--- src/rtl/muldiv_hilo.sv ---
// rtl/muldiv_hilo.sv - iterative 32x32 multiply/divide unit with HI/LO registers
//
// Ports:
//   clk    in   1   rising-edge clock
//   rst    in   1   synchronous active-high reset
//   start  in   1   request strobe, sampled only while busy=0
//   op     in   3   0=MULTU 1=MULT 2=DIVU 3=DIV 4=MTHI 5=MTLO 6/7=no-op
//   a      in  32   operand A / dividend / MTHI-MTLO source
//   b      in  32   operand B / divisor
//   busy   out  1   iterative operation in progress (RUN or FIX)
//   done   out  1   one-cycle pulse, hi/lo hold the new result
//   hi     out 32   HI register
//   lo     out 32   LO register
//
// Build option: define MULDIV_DIV_EN to include the divide datapath.
// Without it DIV/DIVU are decoded as no-ops.

module muldiv_hilo (
  input  logic        clk,
  input  logic        rst,
  input  logic        start,
  input  logic [2:0]  op,
  input  logic [31:0] a,
  input  logic [31:0] b,
  output logic        busy,
  output logic        done,
  output logic [31:0] hi,
  output logic [31:0] lo
);

  localparam logic [2:0] OP_MULTU = 3'd0;
  localparam logic [2:0] OP_MULT  = 3'd1;
`ifdef MULDIV_DIV_EN
  localparam logic [2:0] OP_DIVU  = 3'd2;
  localparam logic [2:0] OP_DIV   = 3'd3;
`endif
  localparam logic [2:0] OP_MTHI  = 3'd4;
  localparam logic [2:0] OP_MTLO  = 3'd5;

  typedef enum logic [1:0] {
    S_IDLE = 2'd0,
    S_RUN  = 2'd1,
    S_FIX  = 2'd2
  } state_t;

  state_t state;
  state_t state_nx;

  logic [4:0]  cnt;
  // Shared working register: multiply keeps {partial_product_hi, multiplier},
  // divide keeps {partial_remainder, dividend/quotient}. Both shift one bit
  // per RUN cycle, so the same 64 flops serve both operations.
  logic [63:0] acc;
  // Multiplicand for multiply, divisor magnitude for divide.
  logic [31:0] opnd;
  // Negate the product / quotient in FIX.
  logic        neg_main;
`ifdef MULDIV_DIV_EN
  logic        neg_rem;
  logic        is_div;
  logic        divz;
`endif

  // ---------------------------------------------------------------- decode
  logic op_iter;
  logic op_signed;
`ifdef MULDIV_DIV_EN
  logic op_is_div;
`endif

  always_comb begin
    op_iter   = 1'b0;
    op_signed = 1'b0;
`ifdef MULDIV_DIV_EN
    op_is_div = 1'b0;
`endif
    case (op)
      OP_MULTU: op_iter = 1'b1;
      OP_MULT: begin
        op_iter   = 1'b1;
        op_signed = 1'b1;
      end
`ifdef MULDIV_DIV_EN
      OP_DIVU: begin
        op_iter   = 1'b1;
        op_is_div = 1'b1;
      end
      OP_DIV: begin
        op_iter   = 1'b1;
        op_is_div = 1'b1;
        op_signed = 1'b1;
      end
`endif
      default: ;
    endcase
  end

  // Signed ops run on magnitudes; signs are restored in FIX.
  logic [31:0] a_mag;
  logic [31:0] b_mag;
  assign a_mag = (op_signed && a[31]) ? (~a + 32'd1) : a;
  assign b_mag = (op_signed && b[31]) ? (~b + 32'd1) : b;

  // ------------------------------------------------------ multiply step
  // Add the multiplicand into the upper half when the current multiplier
  // bit is set, then shift the whole accumulator right. The 33rd sum bit
  // becomes the new MSB, so no carry is lost.
  logic [32:0] mul_sum;
  logic [63:0] mul_next;
  assign mul_sum  = {1'b0, acc[63:32]} + (acc[0] ? {1'b0, opnd} : 33'd0);
  assign mul_next = {mul_sum, acc[31:1]};

  // ------------------------------------------------------- divide step
`ifdef MULDIV_DIV_EN
  // Restoring division: shift the next dividend bit into the remainder,
  // subtract the divisor if it fits, and shift the outcome bit into the
  // quotient. When the subtraction fits, the difference is below the
  // divisor, so the 32-bit wrapped subtraction is exact.
  logic [32:0] div_shift;
  logic        div_ge;
  logic [31:0] div_sub;
  logic [63:0] div_next;
  assign div_shift = {acc[63:32], acc[31]};
  assign div_ge    = (div_shift >= {1'b0, opnd});
  assign div_sub   = div_shift[31:0] - opnd;
  assign div_next  = {(div_ge ? div_sub : div_shift[31:0]), acc[30:0], div_ge};

  // A zero divisor leaves |a| in the remainder and all-ones in the quotient;
  // restoring the dividend sign on the remainder therefore yields raw a.
  logic [31:0] quo_fix;
  logic [31:0] rem_fix;
  assign quo_fix = neg_main ? (~acc[31:0] + 32'd1) : acc[31:0];
  assign rem_fix = neg_rem ? (~acc[63:32] + 32'd1) : acc[63:32];
`endif

  logic [63:0] prod_fix;
  assign prod_fix = neg_main ? (~acc + 64'd1) : acc;

  // ------------------------------------------------------------------- FSM
  always_ff @(posedge clk) begin
    if (rst) begin
      state <= S_IDLE;
    end else begin
      state <= state_nx;
    end
  end

  always_comb begin
    state_nx = state;
    case (state)
      S_IDLE:  if (start && op_iter) state_nx = S_RUN;
      S_RUN:   if (cnt == 5'd31) state_nx = S_FIX;
      S_FIX:   state_nx = S_IDLE;
      default: state_nx = S_IDLE;
    endcase
  end

  assign busy = (state != S_IDLE);

  // -------------------------------------------------------------- datapath
  always_ff @(posedge clk) begin
    if (rst) begin
      cnt      <= 5'd0;
      acc      <= 64'd0;
      opnd     <= 32'd0;
      neg_main <= 1'b0;
`ifdef MULDIV_DIV_EN
      neg_rem  <= 1'b0;
      is_div   <= 1'b0;
      divz     <= 1'b0;
`endif
      hi       <= 32'd0;
      lo       <= 32'd0;
      done     <= 1'b0;
    end else begin
      done <= 1'b0;
      case (state)
        S_IDLE: begin
          if (start) begin
            if (op_iter) begin
              cnt      <= 5'd0;
              acc      <= {32'd0, a_mag};
              opnd     <= b_mag;
              neg_main <= op_signed & (a[31] ^ b[31]);
`ifdef MULDIV_DIV_EN
              neg_rem  <= op_signed & a[31];
              is_div   <= op_is_div;
              divz     <= (b == 32'd0);
`endif
            end else if (op == OP_MTHI) begin
              hi   <= a;
              done <= 1'b1;
            end else if (op == OP_MTLO) begin
              lo   <= a;
              done <= 1'b1;
            end
          end
        end
        S_RUN: begin
          cnt <= cnt + 5'd1;
`ifdef MULDIV_DIV_EN
          acc <= is_div ? div_next : mul_next;
`else
          acc <= mul_next;
`endif
        end
        S_FIX: begin
`ifdef MULDIV_DIV_EN
          if (is_div) begin
            hi <= rem_fix;
            lo <= divz ? 32'hFFFF_FFFF : quo_fix;
          end else begin
            hi <= prod_fix[63:32];
            lo <= prod_fix[31:0];
          end
`else
          hi <= prod_fix[63:32];
          lo <= prod_fix[31:0];
`endif
          done <= 1'b1;
        end
        default: ;
      endcase
    end
  end

endmodule

--- config.mk ---
export PLATFORM = sky130hd
export DESIGN_NAME = muldiv_hilo
export DESIGN_NICKNAME = d
export VERILOG_FILES = /design/src/rtl/muldiv_hilo.sv
export SDC_FILE = /design/constraint.sdc
export NUM_CORES = 1
export LEC_CHECK = 0
export CORE_ASPECT_RATIO = 0.8
export CORE_MARGIN = 4
export CORE_UTILIZATION = 30
export DETAILED_ROUTE_END_ITERATION = 12
export PLACE_DENSITY = 0.48
export SLEW_MARGIN = 20
export SYNTH_ARGS = -nofsm -noshare
export SYNTH_HDL_FRONTEND = slang
export SYNTH_SLANG_ARGS = --single-unit
--- constraint.sdc ---
create_clock -name clk -period 5.4 [get_ports clk]
set_clock_uncertainty 0.15 [all_clocks]
set_input_delay 1.08 -clock clk [delete_from_list [all_inputs] [get_ports clk]]
set_output_delay 1.08 -clock clk [all_outputs]
set_load 0.1 [all_outputs]
sizing.png
The bar under the picture is 50 um long.
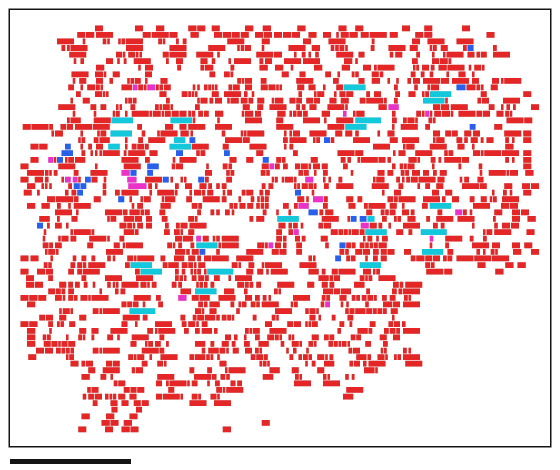
x6 and larger -> cyan  # cells 24, share 1.6%
x2 -> magenta  # cells 23, share 1.5%
x1 and smaller -> red  # cells 1,467, share 95%
x3 and x4 -> blue  # cells 29, share 1.9%

clock_wires.png
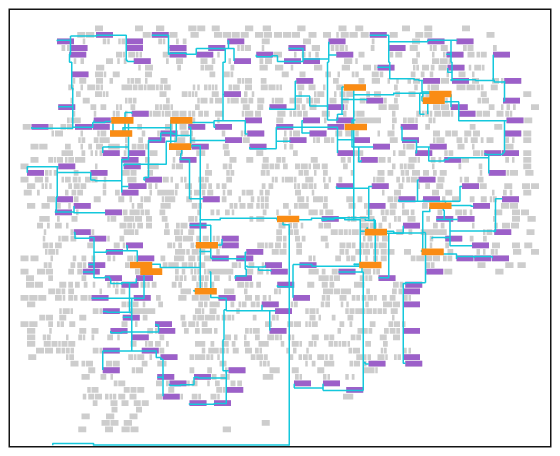
flip-flops -> purple  # count 169
clock wires -> cyan  # length 2,680 um
clock-net drivers -> orange  # count 17
flops lie = all over the die

clock_nets.png
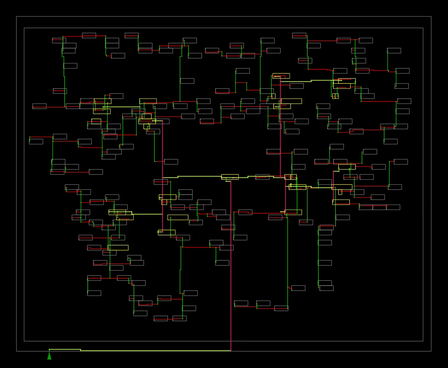
Inserted Clock Buffers: 17
Late-Pin Clk Latency: 440 ps

==> summary.txt <==
Numbers from the implementation run.

The run finished with clean final reports. STA reports the tightest min-delay check as being of type reg -> reg. The highest clock rate this design can be run at is 257 MHz. After clock tree synthesis, the setup repair step added 0 buffers. According to the CTS report, the clock sink count is 169. For reference, the critical path cell chain is clkdlybuf4s50_1 > or3_1 > or4b_2 > nor4_2 > a21oi_1 > xor2_1 > a222oi_1 > nor2_1.

Counting endpoints that fail hold in the final report gives 0. The max-slew violation count is 0. The number of levels in the clock H-tree is 4. The mapped netlist covers 11,100 um2. The height of the chip is 180 um.

The initial antenna violation count is 1. The number of nets in the synthesized netlist is 1,565. Among logic cells in the layout, the one with the most instances is sky130_fd_sc_hd__nor2_1.

The remaining global-route overflow is 0. The final antenna diode tally reported by the flow is 0. For this design, the CTS-stage hold fixing added 0 buffers.

The stat command in Yosys gives a chip area of 11,100 um2. Per the placement report, the placed cell count is 1,992. In the final design database the tool counted 1,639 nets. The placer's final routability congestion estimate is 0.885.

For this sky-water flow run, the detailed-routed wirelength per cell is reported as 21.0 um. Before placement the cells fill 30.7% of the core. The share of final-layout standard cells stronger than drive strength 1 is 4.93%.

The worst setup slack for register-to-register paths is 1700 ps. The end point of the worst hold path is lo[22]. In the synthesized netlist the async set-or-reset flop fraction comes to 0%. The worst-margin pin slew is 1030 ps. The shortest clock period the worst path allows after layout is 3890 ps. The post-route clock period utilization is 72.0%. Per the log, the first TritonRoute iteration ended with a DRC count of 1,207. The aggregate negative setup slack is 0 ps.

The buffer_ports step reported a buffer count of 135. The cell total in the yosys stat output is 1,457. The leakage power is 0.00484 uW. The launching element of the worst setup path is a[4].

The final report lists a non-filler cell total of 2,023. For reference, the critical path is captured by acc[29]. The startpoint of the worst hold path is lo[22]. After floorplanning, the core was divided into 62 placement rows.

Nets still carrying antenna violations after routing amount to 0. Setup repair after global routing left no endpoint under its margin. The number of search-and-repair iterations in the first detailed-routing pass is 6. The post-cts gate resize count is 0. The most common logic cells in the final layout are sky130_fd_sc_hd__nor2_1 (171), sky130_fd_sc_hd__dfxtp_1 (168), sky130_fd_sc_hd__clkdlybuf4s50_1 (134), sky130_fd_sc_hd__nand2_1 (131), sky130_fd_sc_hd__a21oi_1 (121). The first-pass GRT wire length is 64,800 um. The final instance area is 13,500 um2. The die footprint is 40,300 um2. Once layout is complete, the utilization of the core stands at 37.3%. The tightest hold path in the finished design has a slack of 304 ps. The design draws 3240 uW.

Per the CTS log, the root buffer master is sky130_fd_sc_hd__clkbuf_16. Counting distinct cell types in the post-synthesis netlist gives 62. The final count of negative-setup-slack endpoints is 0. In this run the VDD rail shows a maximum IR drop of 0.000179 V.

Sequential cells were found to cover 30.4% of the synthesized design area. The largest individual stage delay along the critical path comes from the cell sky130_fd_sc_hd__or4b_2. The depth of the worst register-to-register path is 7. The synthesis log from Yosys contains 0 warnings. Overall routing resource usage recorded by global route was 20.3%. Setup slack on the critical path of the routed design comes to 1510 ps. Detailed routing inserted a total of 11,400 vias. The launch instance of the worst register-to-register path is acc[17]. The core region is 36,200 um2.

According to the timing report, the data required time at the worst endpoint equals 5550 ps. The via count of the first global-routing pass is 10,500. The startpoint type of the worst setup path is a primary input. The number of maximum-capacitance violations is 0. Per the post-synthesis report, the number of cells in the design is 1,457.

Entering global routing, the biggest net connects 73 pins. STA classifies the critical path endpoint as a register. The endpoint of the most critical register-to-register path is hi[29]. The stage logs contain a warning count of 26. The arrival time of data at the worst endpoint is listed as 4030 ps. The chip width is 223 um. The total of flip-flops plus latches after synthesis is 169. In this run the layout overhead on the synthesized area is reported as 21.3%. The half-perimeter wire length after detailed placement is 31,300 um.

In this run the worst path has a maximum fanout of 6. The final routed wirelength across all metal layers is 42,500 um. The worst hold path cell count is 2. Per the post-synthesis stats, the area per cell is 7.64 um2. The post-synth count of flops with an enable pin is 0.

Per the CTS log, the buffer count on the longest clock path is 2. The clock-pin transition on the worst setup and hold timing paths is 70 ps. Prior to clock tree synthesis, the placed netlist has a worst setup slack of 1080 ps. The floorplan report gives the top-level pin count as 136.
synthesized netlist by cell type, drive strengths merged (15+ instances only):
cell type  count  area, um2
o31ai         27        203
nor4          18        131
xnor2         53        464
and2          35        219
nor3          45        225
nor2         171        642
o41ai         19        166
a222oi        28        280
and3          15       93.8
o211ai        21        158
a21oi        121        606
nand3         34        170
a22oi         15        113
inv           27        101
clkbuf        93        349
ha            37        463
xor2          75        657
a211oi        44        330
or4           19        150
dfxtp        169       3380
nand2        131        492
nand4         21        131
or3           21        131
o21ai         75        375
kinds of logic (layout without fill, tap and decap cells):
family | Yosys count | count (layout) | synth area share (%)
simple gates | 546 | 546 | 23.6
compound gates | 445 | 445 | 26.9
flops | 169 | 169 | 30.4
xor+xnor | 128 | 128 | 10.1
buf+inv | 128 | 214 | 4.38
fa+ha+maj | 38 | 38 | 4.34
mux | 3 | 3 | 0.270
worst max-delay path, delay by kind of cell:
kind	cells	cell delay (ps)
AND-OR/OR-AND	2	460
buffers and inverters	1	530
AND/OR/NAND/NOR	4	1790
XOR/XNOR	1	180
layout make-up:
class | count | area [um2]
Clock inverter | 11 | 169
Timing Repair Buffer | 156 | 1510
Inverter | 27 | 101
Clock buffer | 20 | 457
Fill cell | 3831 | 22700
Sequential cell | 169 | 3380
Tap cell | 480 | 601
Multi-Input combinational cell | 1160 | 7280
sequential cells by signal (all words and copies together), names as in the netlist:
register,flops
cnt,5
acc,64
hi,32
lo,32
neg_main,1
done,1
opnd,32
state,2
per-layer routing:
layer,GRT usage [%],share of wire [%],vias to the layer above
li1,-,-,5540
met1,32.2,51,5454
met2,28.4,41,405
met3,3.62,7.0,29
met4,3.75,1.1,2
met5,0,0.028,-
power breakdown:
group	internal (uW)	switching [uW]
registers	1280	35.7
logic	185	385
clock network	798	560
total	2260	980
No activity file was given, so power comes from the tool's default toggle rates.
